**src/rtl/rom_loader.sv**
```systemverilog
// Packs an 8-bit ROM download stream into 16-bit SDRAM word writes with byte enables,
// backpressure, a one-entry skid register and a flush of the last half word.
module rom_loader #(
   parameter logic [26:0] BASE_ADDR = 27'h0,
   parameter bit          BYTE_SWAP = 1'b0
) (
   input  logic        clk,
   input  logic        init,
   input  logic        ioctl_download,
   input  logic        ioctl_wr,
   input  logic [26:0] ioctl_addr,
   input  logic [7:0]  ioctl_dout,
   output logic        ioctl_wait,
   output logic [26:1] sdr_addr,
   output logic [15:0] sdr_din,
   output logic [1:0]  sdr_be,
   output logic        sdr_rnw,
   output logic        sdr_req,
   input  logic        sdr_ready,
   output logic        done,
   output logic [25:0] wr_count
);
   localparam int unsigned WAW = 26;
   localparam logic [WAW-1:0] BASE_WORD = BASE_ADDR[26:1];

   typedef enum logic [1:0] {IDLE, SETUP, REQ, REL} state_t;

   state_t         state;
   logic           pend;
   logic [WAW-1:0] pend_waddr;
   logic [7:0]     pend_data;
   logic           skid_full;
   logic [WAW-1:0] skid_waddr;
   logic           skid_odd;
   logic [7:0]     skid_data;
   logic           overflow;
   logic           dl_q;
   logic           ending;

   // Even byte lands in the low lane unless BYTE_SWAP moves it to the high lane.
   function automatic logic [15:0] pack(input logic [7:0] even_b, input logic [7:0] odd_b);
      return BYTE_SWAP ? {even_b, odd_b} : {odd_b, even_b};
   endfunction

   // Byte to process in IDLE: the skidded one always goes first.
   logic           live_c;
   logic [WAW-1:0] live_waddr_c;
   logic [WAW-1:0] in_waddr_c;
   logic           in_odd_c;
   logic [7:0]     in_data_c;
   logic           in_valid_c;
   logic           mismatch_c;
   logic           idle_c;
   logic           drop_c;
   logic           load_skid_c;
   logic           dl_rise_c;
   logic           dl_fall_c;

   assign live_c       = ioctl_wr & ioctl_download;
   assign live_waddr_c = ioctl_addr[26:1] + BASE_WORD;
   assign in_waddr_c   = skid_full ? skid_waddr : live_waddr_c;
   assign in_odd_c     = skid_full ? skid_odd : ioctl_addr[0];
   assign in_data_c    = skid_full ? skid_data : ioctl_dout;
   assign in_valid_c   = skid_full | live_c;
   assign mismatch_c   = pend & (in_waddr_c != pend_waddr);
   assign idle_c       = (state == IDLE);
   assign drop_c       = live_c & skid_full & (~idle_c | mismatch_c);
   assign load_skid_c  = live_c & ~drop_c & (~idle_c | skid_full | mismatch_c);
   assign dl_rise_c    = ioctl_download & ~dl_q;
   assign dl_fall_c    = ~ioctl_download & dl_q;

   assign ioctl_wait = ~idle_c | skid_full;
   assign sdr_rnw    = 1'b0;

   always_ff @(posedge clk) begin
      if (init) begin
         state      <= IDLE;
         sdr_req    <= 1'b0;
         sdr_addr   <= '0;
         sdr_din    <= '0;
         sdr_be     <= 2'b00;
         pend       <= 1'b0;
         pend_waddr <= '0;
         pend_data  <= '0;
         skid_full  <= 1'b0;
         skid_waddr <= '0;
         skid_odd   <= 1'b0;
         skid_data  <= '0;
         overflow   <= 1'b0;
         dl_q       <= 1'b0;
         ending     <= 1'b0;
         done       <= 1'b0;
         wr_count   <= '0;
      end else begin
         done     <= 1'b0;
         dl_q     <= ioctl_download;
         overflow <= overflow | drop_c;

         if (load_skid_c) begin
            skid_full  <= 1'b1;
            skid_waddr <= live_waddr_c;
            skid_odd   <= ioctl_addr[0];
            skid_data  <= ioctl_dout;
         end else if (idle_c && skid_full && !mismatch_c) begin
            skid_full <= 1'b0;
         end

         if (dl_fall_c) ending <= 1'b1;

         case (state)
            IDLE: begin
               if (in_valid_c) begin
                  // A pending byte for another word is written alone before the new byte.
                  if (mismatch_c) begin
                     sdr_addr <= pend_waddr;
                     sdr_din  <= pack(pend_data, 8'h00);
                     sdr_be   <= 2'b01;
                     pend     <= 1'b0;
                     state    <= SETUP;
                  end else if (in_odd_c) begin
                     sdr_addr <= in_waddr_c;
                     sdr_din  <= pack(pend ? pend_data : 8'h00, in_data_c);
                     sdr_be   <= {1'b1, pend};
                     pend     <= 1'b0;
                     state    <= SETUP;
                  end else begin
                     pend       <= 1'b1;
                     pend_waddr <= in_waddr_c;
                     pend_data  <= in_data_c;
                  end
               end else if (ending) begin
                  if (pend) begin
                     sdr_addr <= pend_waddr;
                     sdr_din  <= pack(pend_data, 8'h00);
                     sdr_be   <= 2'b01;
                     pend     <= 1'b0;
                     state    <= SETUP;
                  end else begin
                     done   <= 1'b1;
                     ending <= 1'b0;
                  end
               end
            end
            SETUP: begin
               state   <= REQ;
               sdr_req <= 1'b1;
            end
            REQ: begin
               if (sdr_ready) begin
                  state    <= REL;
                  sdr_req  <= 1'b0;
                  wr_count <= wr_count + 26'd1;
               end
            end
            REL: state <= IDLE;
            default: state <= IDLE;
         endcase

         if (dl_rise_c) begin
            wr_count <= '0;
            overflow <= 1'b0;
            ending   <= 1'b0;
         end
      end
   end
endmodule

```
**config.mk**
```make
export PLATFORM = sky130hd
export DESIGN_NAME = rom_loader
export DESIGN_NICKNAME = d
export VERILOG_FILES = /design/src/rtl/rom_loader.sv
export SDC_FILE = /design/constraint.sdc
export NUM_CORES = 1
export LEC_CHECK = 0
export ABC_AREA = 1
export CAP_MARGIN = 20
export CORE_MARGIN = 4
export CORE_UTILIZATION = 30
export CTS_BUF_LIST = sky130_fd_sc_hd__clkbuf_8
export DETAILED_ROUTE_END_ITERATION = 8
export SYNTH_ARGS = -nofsm -noshare
export SYNTH_HDL_FRONTEND = slang
export SYNTH_SLANG_ARGS = --single-unit
export TNS_END_PERCENT = 5
```
**constraint.sdc**
```tcl
create_clock -name clk -period 2.37 [get_ports clk]
set_input_delay 0.474 -clock clk [delete_from_list [all_inputs] [get_ports clk]]
set_output_delay 0.474 -clock clk [all_outputs]
set_load 0.02 [all_outputs]
```
### Nets reached from selected ports

The bar under the picture is 50 microns long.
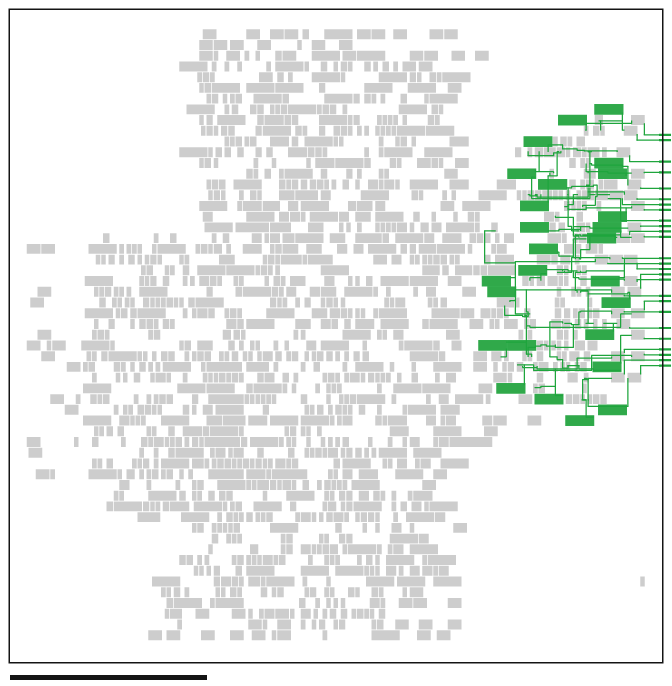
wr_count: drawn in green, direction output, edge east, end cells 26, buffers 26, wire 1010 microns.
count of input and output buffers: 112
IO Count: 114

### Wire density map

The die is cut into 33 by 33 equal tiles; dark blue is low, red is high, scaled to the fullest tile. Values are wire area over tile area, all layers added.
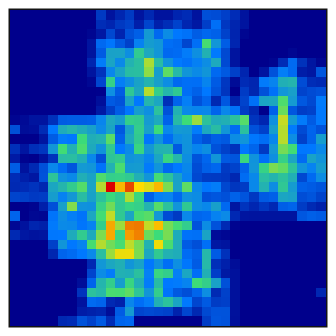
The fullest tile reaches 0.66. The densest ninth of the die: center. 6.5% of the tiles are over half the peak. The mean over all tiles is 0.13. The emptiest ninth of the die: south-east.
GRT Resource Usage Total: 14.9%
vias after detailed routing: 7433
Wirelength per Cell: 13.6 microns
final wirelength: 22100 microns

==> results.toml <==
# implementation run metrics
[cells_and_area]
sequential_cell_total = 147
postLayoutCoreUtil_pct = 40.8
n_fill_cell = 2462
sequential_cell_area_sq_mm = 0.00295
area.share.combinational_pct = 36.9
top_cell_excl_fill_tap = "nand2_1"
final-clk-cell-share_pct = 3.75
finalNetCount = 1334
postLayoutCellArea_sq_mm = 0.00992
layout.cells.largest_class = "combinational gates"
synthToLayoutAreaGrowth_pct = 33.7
antennaDiodeCount = 0

[synthesis]
ys_sh_aoi_pct = 16.0
yosys-dominant-comb-family = "simple AND/OR/NAND/NOR gates"
synth.distinct_cells = 35
post_synth_tally_of_flip_flops_with_integrated_enable = 0
synth-main-ff-cell = "dfxtp_1"
top_cells_by_count = "300 x nand2_1, 147 x dfxtp_1, 138 x nor2_1"
ys_sh_mux_pct = 0
syn-num-nets = 1180
async_reset_ff_share_pct = 0
synth.avg_cell_area_sq_um = 6.53
synth.most_common_cell = "nand2_1"

[power]
power.largest_group = "registers"
tot_pwr_w = 0.00609
power_density_mw_per_mm2 = 614
vdd.ir_drop.worst_mv = 0.302
power.sequential.total_w = 0.00276
clk_power_w = 0.00189
power_frac_clock_pct = 31.1
power.internal_w = 0.00418

[worst_setup_path]
critPathMaxStageDelay_ps = 460
critPathTopFamily = "simple AND/OR/NAND/NOR gates"
critPathMaxFanout = 19
reg2reg_to = "skid_waddr[4]"
critPathKind = "reg2reg"
reg2reg_setup_slack_ps = 30
crit_chain = "clkinv_8 -> nand2_1 -> nand3_1 -> nand2_1 -> nand2_1 -> nor2_2 -> nand2_1 -> nor2_1 -> nand2_1 -> nand2_4 -> buf_6 -> a21oi_4 -> buf_4 -> clkbuf_16 -> a21oi_1 -> nor2_1"
r2r_cells = 16
path_depth = 16

[sta]
timing.final.max_slew_violations = 0
clock-skew-final_ps = 14.2
timing.setup.tns_ps = 0
layout_worst_path_cycle_share_pct = 98.6
post-route-min-period_ps = 2340
final_hold_viol_count = 0
final.hold.worst_slack_ps = 447

[grt]
sum_of_overflow_across_all_layers_after_global_routing = 0
maximum_number_of_pins_on_one_net_before_global_route_repair = 56
grt.met2_usage_pct = 23.3
global_route.usage.met1_pct = 20.9
global_route_wire_length_before_repair_microns = 32700

[placement]
post_dp_cell_area_sq_mm = 0.00925
setup_slack_placement_ps = -422

[routing]
dr_vias_cell = 4.57
detail_route.drc_violations = 0
met3_length_microns = 1140
m1_wl_microns = 10500
drt_pre_antenna_iters = 5

[worst_hold_path]
hold_path.startpoint = "pend_data[3]"
min_delay_path_depth = 2
hp-class = "reg2reg"

[cts]
cts_hold_buffers = 0
clk-insertion-delay-late_ps = 460
cts_resized = 6

[status]
result_of_the_run = "finished, final reports clean"

[floorplan]
dieWidth_microns = 165
core_area_sq_mm = 0.0243
chip_area_sq_mm = 0.0273
### Cell outlines without signal wires

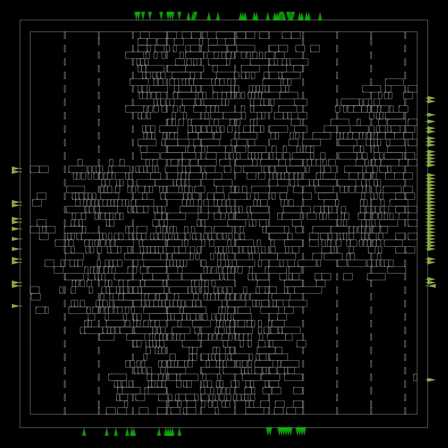
tapcell count: 324
standard-cell rows: 57
final std cells w/o fill: 1626

